### The metal 2 layer, run 1

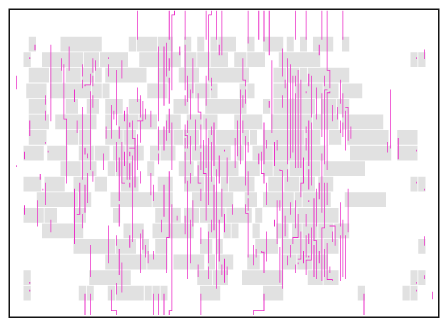
### I/O nets highlighted, run 1

Scale bar: 20 um.
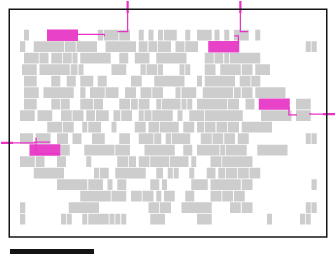
### M1 wires, run 1

Supply wires on this layer in grey.
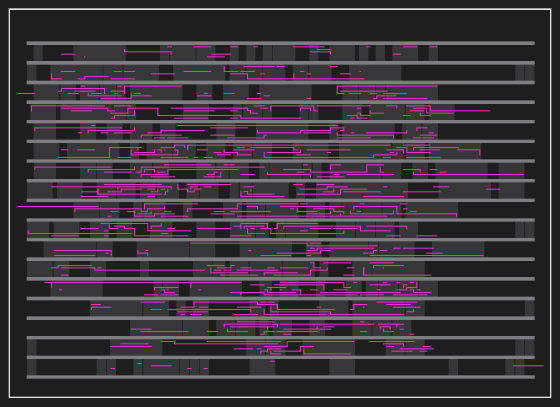
### Congestion heat map, run 1

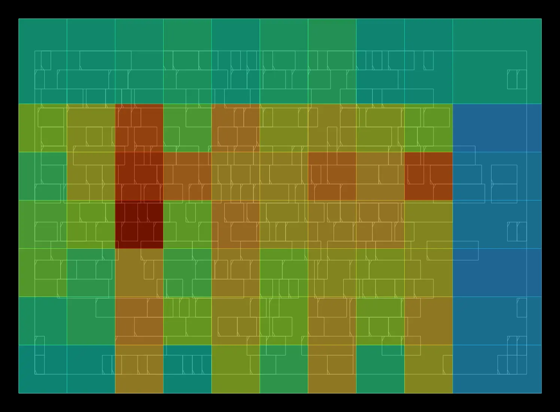
===== src/rtl/intr_pkg.sv =====
// Shared types and helpers for the interrupt vector controller.
package intr_pkg;

  typedef enum logic [1:0] {
    IDLE = 2'd0,
    REQ  = 2'd1,
    DONE = 2'd2,
    GAP  = 2'd3
  } state_e;

  // Width of the request-hold / gap counter (both limited to 1..255).
  localparam int CNT_W = 8;

  // Width of a binary port index; never narrower than one bit.
  function automatic int idx_w(input int ports);
    return (ports > 1) ? $clog2(ports) : 1;
  endfunction

endpackage


===== src/rtl/priority_encoder.sv =====
// Fixed-priority encoder: one-hot and binary index of the winning request.
module priority_encoder
  import intr_pkg::*;
#(
  parameter int WIDTH             = 4,
  parameter bit LSB_HIGH_PRIORITY = 1'b1,
  localparam int IW               = idx_w(WIDTH)
) (
  input  logic [WIDTH-1:0] i_req,
  output logic             o_valid,
  output logic [WIDTH-1:0] o_onehot,
  output logic [IW-1:0]    o_idx
);

  // Scan so that the highest-priority request is the last one written.
  always_comb begin
    o_valid  = |i_req;
    o_onehot = '0;
    o_idx    = '0;
    if (LSB_HIGH_PRIORITY) begin
      for (int i = WIDTH - 1; i >= 0; i--) begin
        if (i_req[i]) begin
          o_onehot    = '0;
          o_onehot[i] = 1'b1;
          o_idx       = IW'(i);
        end
      end
    end else begin
      for (int i = 0; i < WIDTH; i++) begin
        if (i_req[i]) begin
          o_onehot    = '0;
          o_onehot[i] = 1'b1;
          o_idx       = IW'(i);
        end
      end
    end
  end

endmodule


===== src/rtl/intr_vec_ctrl.sv =====
// Interrupt vector controller: edge/level capture into sticky pending bits,
// fixed-priority arbitration and a serialised request/ack/gap vector stream.
module intr_vec_ctrl
  import intr_pkg::*;
#(
  parameter int             PORTS       = 4,
  parameter logic [PORTS-1:0] EDGE_MODE = {PORTS{1'b1}},
  parameter int             INTR_CYCLES = 1,
  parameter int             GAP_CYCLES  = 1,
  parameter bit             USE_ACK     = 1'b1,
  localparam int            IW          = idx_w(PORTS)
) (
  input  logic             i_clk,
  input  logic             i_rst_n,
  input  logic [PORTS-1:0] i_intr,
  input  logic [PORTS-1:0] i_intr_en,
  input  logic             i_intr_vec_ack,
  output logic             o_intr_vec_req,
  output logic [31:0]      o_intr_num,
  output logic [IW-1:0]    o_intr_idx,
  output logic [PORTS-1:0] o_intr_pending,
  output logic [PORTS-1:0] o_intr_lost
);

  localparam logic [CNT_W-1:0] CNT_ONE = CNT_W'(1);

  state_e           r_state;
  logic [CNT_W-1:0] r_cnt;
  logic [PORTS-1:0] r_intr_q;
  logic [PORTS-1:0] r_pending;
  logic [PORTS-1:0] r_lost;
  logic [PORTS-1:0] r_sel;
  logic [IW-1:0]    r_idx;
  logic             r_ack_seen;

  state_e           w_next_state;
  logic [PORTS-1:0] w_edge_evt;
  logic [PORTS-1:0] w_evt;
  logic [PORTS-1:0] w_clr;
  logic [PORTS-1:0] w_pe_onehot;
  logic [IW-1:0]    w_pe_idx;
  logic             w_pe_vld;

  assign w_edge_evt = i_intr & ~r_intr_q & EDGE_MODE;
  assign w_evt      = w_edge_evt | (i_intr & ~EDGE_MODE);
  // The serviced port is released in the single DONE cycle.
  assign w_clr      = (r_state == DONE) ? r_sel : '0;

  priority_encoder #(
    .WIDTH             (PORTS),
    .LSB_HIGH_PRIORITY (1'b1)
  ) u_prio (
    .i_req    (r_pending & i_intr_en),
    .o_valid  (w_pe_vld),
    .o_onehot (w_pe_onehot),
    .o_idx    (w_pe_idx)
  );

  // Capture events into sticky pending bits; a new event beats a same-cycle clear.
  always_ff @(posedge i_clk) begin
    if (!i_rst_n) begin
      r_intr_q  <= '0;
      r_pending <= '0;
      r_lost    <= '0;
    end else begin
      r_intr_q  <= i_intr;
      r_pending <= (r_pending & ~w_clr) | w_evt;
      r_lost    <= w_edge_evt & r_pending & ~w_clr;
    end
  end

  // State register plus the counter, latched winner and sticky ack flag.
  always_ff @(posedge i_clk) begin
    if (!i_rst_n) begin
      r_state    <= IDLE;
      r_cnt      <= '0;
      r_sel      <= '0;
      r_idx      <= '0;
      r_ack_seen <= 1'b0;
    end else begin
      r_state <= w_next_state;
      case (r_state)
        IDLE: if (w_pe_vld) begin
          r_cnt      <= CNT_W'(INTR_CYCLES);
          r_sel      <= w_pe_onehot;
          r_idx      <= w_pe_idx;
          r_ack_seen <= 1'b0;
        end
        REQ: begin
          if (r_cnt > CNT_ONE) r_cnt <= r_cnt - CNT_ONE;
          if (i_intr_vec_ack) r_ack_seen <= 1'b1;
        end
        DONE: r_cnt <= CNT_W'(GAP_CYCLES);
        GAP:  if (r_cnt > CNT_ONE) r_cnt <= r_cnt - CNT_ONE;
        default: r_cnt <= '0;
      endcase
    end
  end

  // Next-state: hold REQ until the minimum time is served and, if required, acked.
  always_comb begin
    w_next_state = r_state;
    case (r_state)
      IDLE: if (w_pe_vld) w_next_state = REQ;
      REQ:  if (r_cnt == CNT_ONE && (!USE_ACK || r_ack_seen || i_intr_vec_ack))
              w_next_state = DONE;
      DONE: w_next_state = GAP;
      GAP:  if (r_cnt == CNT_ONE) w_next_state = IDLE;
      default: w_next_state = IDLE;
    endcase
  end

  // Outputs: the vector is only visible while requesting.
  always_comb begin
    o_intr_vec_req = (r_state == REQ);
    o_intr_num     = '0;
    o_intr_idx     = '0;
    if (r_state == REQ) begin
      o_intr_num = 32'(r_sel);
      o_intr_idx = r_idx;
    end
    o_intr_pending = r_pending;
    o_intr_lost    = r_lost;
  end

endmodule


===== config.mk =====
export PLATFORM = sky130hd
export DESIGN_NAME = intr_vec_ctrl
export DESIGN_NICKNAME = d
export VERILOG_FILES = /design/src/rtl/intr_pkg.sv /design/src/rtl/priority_encoder.sv /design/src/rtl/intr_vec_ctrl.sv
export SDC_FILE = /design/constraint.sdc
export NUM_CORES = 1
export LEC_CHECK = 0
export CAP_MARGIN = 5
export CORE_ASPECT_RATIO = 0.7
export CORE_MARGIN = 2
export CORE_UTILIZATION = 45
export DETAILED_ROUTE_END_ITERATION = 12
export GPL_ROUTABILITY_DRIVEN = 0
export PLACE_DENSITY = 0.81
export SLEW_MARGIN = 20
export SYNTH_ARGS = -nofsm -noshare
export SYNTH_HDL_FRONTEND = slang
export SYNTH_SLANG_ARGS = --single-unit
export TNS_END_PERCENT = 20

===== constraint.sdc =====
create_clock -name i_clk -period 2.33 [get_ports i_clk]
set_clock_uncertainty 0.1 [all_clocks]
set_input_delay 0.699 -clock i_clk [delete_from_list [all_inputs] [get_ports i_clk]]
set_output_delay 0.699 -clock i_clk [all_outputs]
set_load 0.01 [all_outputs]

==> results_slide.txt, run 1 <==
Key Metrics from the Run

Layout
  • Largest register FFs: 8
  • Multi-input logic area: 863 um2
  • Register share of the cell area: 0.295
  • Clk_buf instances: 6
  • Logic inverters: 5
  • Buffers excl. clock: 41
  • Diodes inserted: 0
  • Most frequent logic cell in the layout: dfxtp_1
  • Commonest cells after routing, fill and taps aside: dfxtp_1 (29), conb_1 (28), clkdlybuf4s50_1 (19)
  • Syn-to-layout area delta: 24.6%

Logic synthesis
  • Top logic family: simple AND/OR/NAND/NOR gates
  • Number of enable flip-flop cells: 0
  • Yosys cell count: 177
  • Ys async rst share: 0
  • Adder-cell area share of the yosys netlist: 0.0475
  • Largest cells by area: dfxtp_1 (37%), buf_4 (13%), ha_1 (4.8%)
  • Distinct lib cells used: 39
  • Yosys top cell area share: 0.368
  • XOR Share, Synth: 0
  • Cells after Synth: 177
  • Synthesized area: 1580 um2
  • Synth flops: 29
  • Synth Flop Type: dfxtp_1

Setup path
  • R2r startpoint: r_cnt[2]
  • R2R setup slack: 0.24 ns
  • Worst Setup SP: r_state[1]
  • Worst Path Max Fanout: 8

GRT
  • First-pass GRT wire length: 5190 um

Run
  • Max Cap Violations: 0

Clock tree
  • Clk_lat worst skew: 0.29 ns
  • # H-tree levels: 2

Floorplan
  • Row count: 17
  • Area of the die: 4010 um2
  • Die H: 53.6 um

Outcome
  • Outcome: complete, no violations

Timing
  • Fmax: 439 MHz
  • Final hold vios: 0
  • Final Slew Violations: 0

Routing
  • First-pass DRT Iterations: 4
  • Post-DRT Antenna Nets: 0
  • Via density: 4.82

Placement
  • Final HPWL DP: 2430 um

Min path
  • Worst hold path stage count: 1
About 'The metal 2 layer':
wire length on this layer: 1370 um
main direction: vertical
GR Util met2: 0.260
Final Routed Wirelength: 3290 um
via count: 1286

About 'I/O nets highlighted':
| colour | port | direction | edge | end cells | buffers | wire |
|---|---|---|---|---|---|---|
| magenta | `o_intr_lost` | output | 2 top, 1 left, 1 right | 4 | 4 | 48.8 um |

About 'M1 wires':
main direction: horizontal
wire length on this layer: 1680 um
share of all routed wire: 51%
longest straight run: 28.1 um
nets with wire on the layer: 199

About 'Congestion heat map':
met1 usage: 0.243
Final Util: 0.604
DR WL/cell: 12.3 um
grt peak-use layer: met2
total routing usage reported by global routing: 0.180

run 1: per-stage QoR:
| stage | worst slack, ns | power, mW | std cells | util | hold slack [ns] |
|---|---|---|---|---|---|
| after floorplan | 0.187 | 1.38 | 204 | - | 0.287 |
| after global placement | -0.0741 | 1.64 | 259 | 0.577 | 0.297 |
| after detailed placement | -0.106 | 1.67 | 259 | 0.577 | 0.300 |
| after CTS | 0.0361 | 2.10 | 267 | 0.604 | 0.308 |
| after global routing | 0.00307 | 2.25 | 267 | 0.604 | 0.326 |
| final | 0.0515 | 2.09 | 267 | 0.604 | 0.305 |
run 1: critical path, stage by stage (launching register included):
cell             delay [ns]
dfxtp_1                0.35
inv_2                  0.10
ha_4                   0.19
clkdlybuf4s50_1        0.56
### Register map, names as in the netlist, run 1

Other sequential cells in the stronger grey, the rest of the logic in the fainter grey.
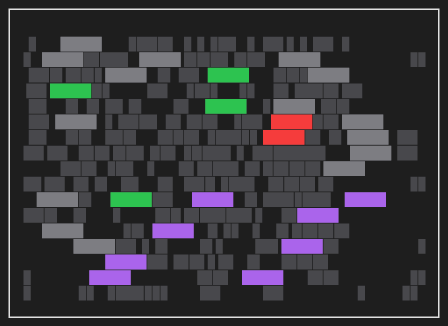

==> run 2: changes to the inputs <==
--- a/config.mk
+++ b/config.mk
@@ -6,7 +6,7 @@
 export NUM_CORES = 1
 export LEC_CHECK = 0
 export CAP_MARGIN = 5
-export CORE_ASPECT_RATIO = 0.7
+export CORE_ASPECT_RATIO = 0.8
 export CORE_MARGIN = 2
 export CORE_UTILIZATION = 45
 export DETAILED_ROUTE_END_ITERATION = 12
### Register map, names as in the netlist, run 2

Other sequential cells in the stronger grey, the rest of the logic in the fainter grey.
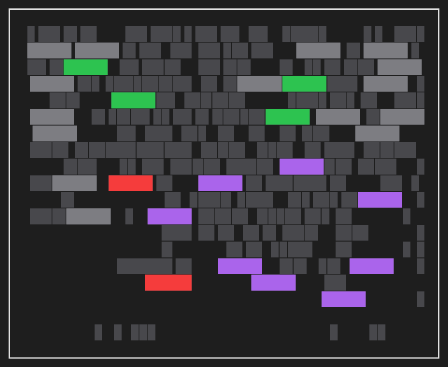
| colour | netlist name | placed flops |
|---|---|---|
| green | `r_sel` | 4 |
| purple | `r_cnt` | 8 |
| red | `r_state` | 2 |
not coloured: 15
Final Util: 0.584
area occupied by registers: 582 um2
flip-flop and latch power: 706 uW

### Congestion heat map, run 2

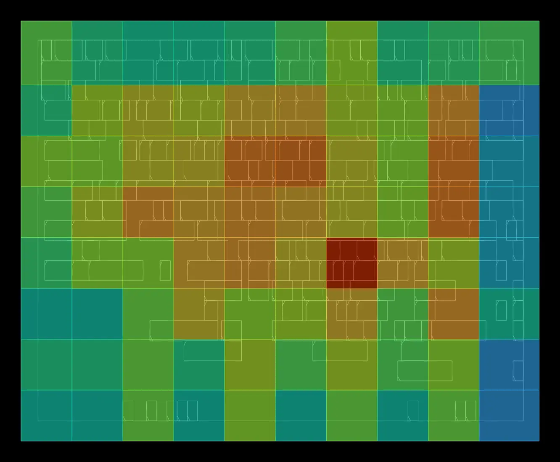
met1 usage: 0.223
GR Util met2: 0.256

==> results_slide.txt, run 2 <==
Key Metrics from the Run

Clock tree
  • Setup bufs post-CTS: 2
  • Hold-fix buffers, CTS: 0
  • CTS sink count: 29
  • Max Buffers Root-to-Sink: 2
  • # H-tree levels: 2 (unchanged)
  • Clk_lat worst skew: 0.27 ns (-0.02 ns)

Layout
  • Diodes inserted: 0 (unchanged)
  • Commonest cells after routing, fill and taps aside: conb_1 (28), dfxtp_1 (28), buf_4 (20)
  • Syn-to-layout area delta: 25.8%
  • Nets: 239
  • Final Non-Filler Cells: 265 (-0.75%)
  • Reg with most FFs: r_cnt
  • Largest register FFs: 8 (unchanged)
  • Finished Cell Area: 1990 um2

Floorplan
  • Row count: 19 (+2)
  • IO Pins: 54
  • Die H: 57.0 um (+6.4%)
  • Core area: 3400 um2
  • Area of the die: 4000 um2 (-0.11%)

Setup path
  • Critical Path AT: 2.28 ns
  • Setup crit start kind: flip-flop
  • CP Depth: 9 (+6)
  • Worst Path Max Fanout: 14 (+6)
  • CP Buf/Inv Count: 4 (+2)
  • Slowest CP cell: or4_1
  • Worst Setup SP: r_state[1]
  • Critical path's top delay family: simple AND/OR/NAND/NOR gates
  • R2R setup slack: 0.15 ns (-0.09 ns)
  • CP most frequent cell: buf_4
  • R2r startpoint: r_state[1]
  • Crit-path cells: inv_2 -> ha_4 -> buf_4 -> buf_4 -> nor2_1 -> nor4b_2 -> buf_4 -> or4_1 -> a21boi_0
  • Crit path to: r_cnt[4]
  • Critical path's largest stage delay: 0.46 ns (-0.10 ns)

Run
  • Max Cap Violations: 0 (unchanged)

Outcome
  • Outcome: complete, no violations

Placement
  • Placed cells: 255 (-1.5%)
  • Port Buf Inserts: 25
  • Final HPWL DP: 2350 um (-3.2%)
  • Dpl ws: -0.104 ns (+0.00176 ns)

Routing
  • Final Routed Wirelength: 3280 um (-0.39%)
  • Via count: 1310 (+1.9%)
  • DR WL/cell: 12.4 um (+0.36%)
  • Post-DRT Antenna Nets: 0 (unchanged)
  • First-pass DRT Iterations: 4 (unchanged)
  • Via density: 4.94 (+2.6%)

Timing
  • Fmax: 458 MHz (+4.5%)
  • Final Slew Violations: 0 (unchanged)
  • Final Setup Violations: 0
  • Final hold vios: 0 (unchanged)
  • Hold Slack: 0.316 ns (+0.0116 ns)
  • Final Worst Setup Slack: 0.149 ns (+0.0972 ns)

Min path
  • Hold Path Sink: o_intr_lost[2]
  • Worst hold path stage count: 1 (unchanged)

Logic synthesis
  • Largest cells by area: dfxtp_1 (37%), buf_4 (13%), ha_1 (4.8%)
  • Ys Warns: 0
  • Synth flops: 29 (unchanged)
  • Yosys top cell area share: 0.368 (unchanged)
  • Number of enable flip-flop cells: 0 (unchanged)
  • Cells after Synth: 177 (unchanged)
  • Top logic family: simple AND/OR/NAND/NOR gates
  • Synthesized area: 1580 um2 (unchanged)
  • Distinct lib cells used: 39 (unchanged)
  • Synth Flop Type: dfxtp_1
  • Adder-cell area share of the yosys netlist: 0.0475 (unchanged)
  • Ys async rst share: 0 (unchanged)
  • Yosys cell count: 177 (unchanged)
  • XOR Share, Synth: 0 (unchanged)

GRT
  • Total routing usage reported by global routing: 0.166 (-0.0141)
  • First-pass GRT wire length: 5260 um (+1.3%)
  • Number of global-route vias before repair: 1174
  • Grt peak-use layer: met2

Power and ir drop
  • Power, Total: 2.09 mW (-0.10%)
  • Maximum vdd drop: 0.000554 V
  • Static leakage: 0.889 nW
==> run 2: cell types whose count changed in the layout (fill, tap and decap cells not counted), sizes merged <==
cell / before / now
buf: 16 / 20
clkdlybuf4s50: 19 / 18
dlygate4sd2: 6 / 5
dlymetal6s2s: 0 / 1
==> run 2: power by group <==
| group | switching (mW) | internal (mW) |
|---|---|---|
| logic | 0.506 | 0.494 |
| registers | 0.103 | 0.602 |
| clock network | 0.181 | 0.206 |
==> run 2: layout make-up <==
cell class	count	area, um2
fill	315	1410
clock inverter	2	10.0
inverter	5	18.8
multi-input combinational	137	863
clock buffer	6	72.6
timing repair buffer	44	387
tap	42	52.6
sequential	29	582
==> run 2: logic make-up after synthesis <==
group           count (synthesis)
simple gates                   66
other cells                     1
flops                          29
compound gates                 34
fa+ha+maj                       6
mux                             3
buf+inv                        38
==> run 3: changes to the inputs <==
--- a/config.mk
+++ b/config.mk
@@ -11,9 +11,11 @@
 export CORE_UTILIZATION = 45
 export DETAILED_ROUTE_END_ITERATION = 12
 export GPL_ROUTABILITY_DRIVEN = 0
-export PLACE_DENSITY = 0.81
+export GPL_TIMING_DRIVEN = 0
+export PLACE_DENSITY = 0.82
 export SLEW_MARGIN = 20
 export SYNTH_ARGS = -nofsm -noshare
 export SYNTH_HDL_FRONTEND = slang
+export SYNTH_HIERARCHICAL = 1
 export SYNTH_SLANG_ARGS = --single-unit
 export TNS_END_PERCENT = 20
==> results_slide.txt, run 3 <==
Key Metrics from the Run

Outcome
  • Outcome: complete, no violations

Layout
  • Logic inverters: 7 (+2)
  • Flip-flops: 29 (unchanged)
  • Area occupied by registers: 582 um2 (unchanged)
  • Signal buf overhead: 0.256 (+0.0610)
  • ClkCell Share: 0.0385 (-0.00306)
  • Multi-input logic area: 852 um2 (-1.3%)
  • Buffers excl. clock: 66 (+50%)
  • Commonest cells after routing, fill and taps aside: buf_4 (36), conb_1 (28), dfxtp_1 (28)
  • Clk_buf instances: 6 (unchanged)
  • Number of fillers in the final layout: 304 (-3.5%)
  • Biggest Area Class: combinational gates
  • Multi-input comb cells: 146 (+6.6%)
  • Syn-to-layout area delta: 37.1%
  • Reg with most FFs: r_cnt
  • Finished Cell Area: 2140 um2 (+7.9%)
  • Comb/total area: 0.398 (-0.0372)
  • Diodes inserted: 0 (unchanged)

Power and ir drop
  • Comb. pwr: 1.05 mW (+5%)
  • Clock Power Share: 0.181 (-0.004)
  • Switching share of power: 0.393 (+0.0155)
  • Cell Int Power: 1.31 mW (+0.29%)
  • Sequential power share: 0.331 (-0.006)
  • Top pwr grp: combinational cells
  • Sw power: 846 uW (+7.1%)
  • Maximum vdd drop: 0.000664 V (+20%)
  • Power share of the combinational group: 0.487 (+0.009)

Timing
  • Final Slew Violations: 0 (unchanged)
  • Final hold vios: 0 (unchanged)
  • Final Setup Violations: 0 (unchanged)
  • Hold Slack: 0.316 ns (-0.000118 ns)
  • Fmax: 437 MHz (-4.7%)

Logic synthesis
  • Ys async rst share: 0 (unchanged)
  • Synthesized area: 1560 um2 (-1.0%)
  • Adder-cell area share of the yosys netlist: 0.0480 (+0.000495)
  • Top logic family: simple AND/OR/NAND/NOR gates
  • Distinct lib cells used: 35 (-10%)
  • Number of enable flip-flop cells: 0 (unchanged)
  • Synth flops: 29 (unchanged)
  • Yosys cell count: 190 (+7.3%)
  • Largest cells by area: dfxtp_1 (37%), buf_4 (14%), and2_1 (5.6%)
  • Cells after Synth: 190 (+7.3%)

Floorplan
  • Core area: 3380 um2 (-0.70%)
  • Die H: 56.7 um (-0.47%)
  • TAP cells: 42 (unchanged)
  • Row count: 19 (unchanged)
  • Area of the die: 3960 um2 (-0.96%)

Setup path
  • Critical path's largest stage delay: 0.49 ns (+0.03 ns)
  • Worst Setup SP: i_intr_en[2]
  • Crit path to: r_cnt[3]
  • Critical Path AT: 2.41 ns (+0.13 ns)
  • R2r startpoint: r_state[0]
  • Setup crit start kind: primary input
  • Worst Path Max Fanout: 3 (-11)
  • Crit-path cells: dlygate4sd2_1 -> and2_4 -> or4_4 -> nand2b_4 -> a21o_4 -> or4_1 -> nand2_1
  • CP Depth: 7 (-2)

Routing
  • Final Routed Wirelength: 3310 um (+0.85%)
  • Post-DRT Antenna Nets: 0 (unchanged)
  • Via density: 4.68 (-5.3%)
  • Via count: 1395 (+6.5%)
  • First-pass DRT Iterations: 4 (unchanged)

Clock tree
  • # H-tree levels: 2 (unchanged)
  • Clk_lat worst skew: 0.28 ns (about the same)
  • Max Buffers Root-to-Sink: 2 (unchanged)
  • CTS sink count: 29 (unchanged)

Min path
  • Hold Path Sink: o_intr_lost[3]
  • Worst hold path stage count: 1 (unchanged)

GRT
  • Grt peak-use layer: met2
  • GR Util met2: 0.264 (+0.00788)

Placement
  • Final HPWL DP: 2300 um (-2.0%)
run 3: cell count changes after synthesis, sizes merged, moves of 3 or more:
cell	previous run	this run
a21oi	0	17
a21boi	12	3
nand3	1	8
nor2	4	11
or3	1	7
nand2	18	13
and2	10	14
nor3b	5	2
o31ai	5	2
or4	8	5
run 3: through the flow:
| stage | worst slack [ns] | cells | power [mW] |
|---|---|---|---|
| 2_1_floorplan | -0.171 | 217 | 1.41 |
| 3_3_place_gp | -0.681 | 284 | 1.60 |
| 3_5_place_dp | -0.686 | 284 | 1.63 |
| 4_1_cts | -0.145 | 299 | 2.13 |
| 5_1_grt | -0.0108 | 298 | 2.32 |
| 6_report | 0.0420 | 298 | 2.15 |
run 3: what timing repair did:
action	CTS	global route
pin swaps	6	3
hold buffers	0	0
gates resized	23	1
setup buffers	7	0
setup endpoints to repair	16	9
### Register map, names as in the netlist, run 3

Other sequential cells in the stronger grey, the rest of the logic in the fainter grey.
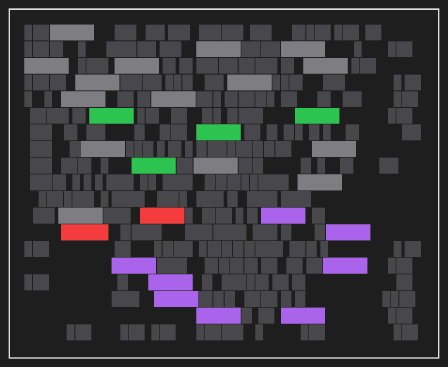
| colour | netlist name | placed flops |
|---|---|---|
| green | `r_sel` | 4 |
| purple | `r_cnt` | 8 |
| red | `r_state` | 2 |
not coloured: 15
Final Util: 0.635
register share of the cell area: 0.271

### The metal 2 layer, run 3

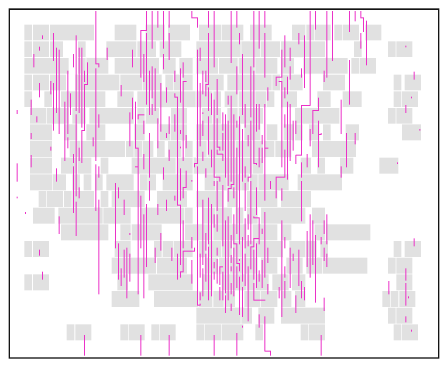
wire length on this layer: 1520 um
main direction: vertical
longest straight run: 23.8 um

No activity file was given, so power comes from the tool's default toggle rates.
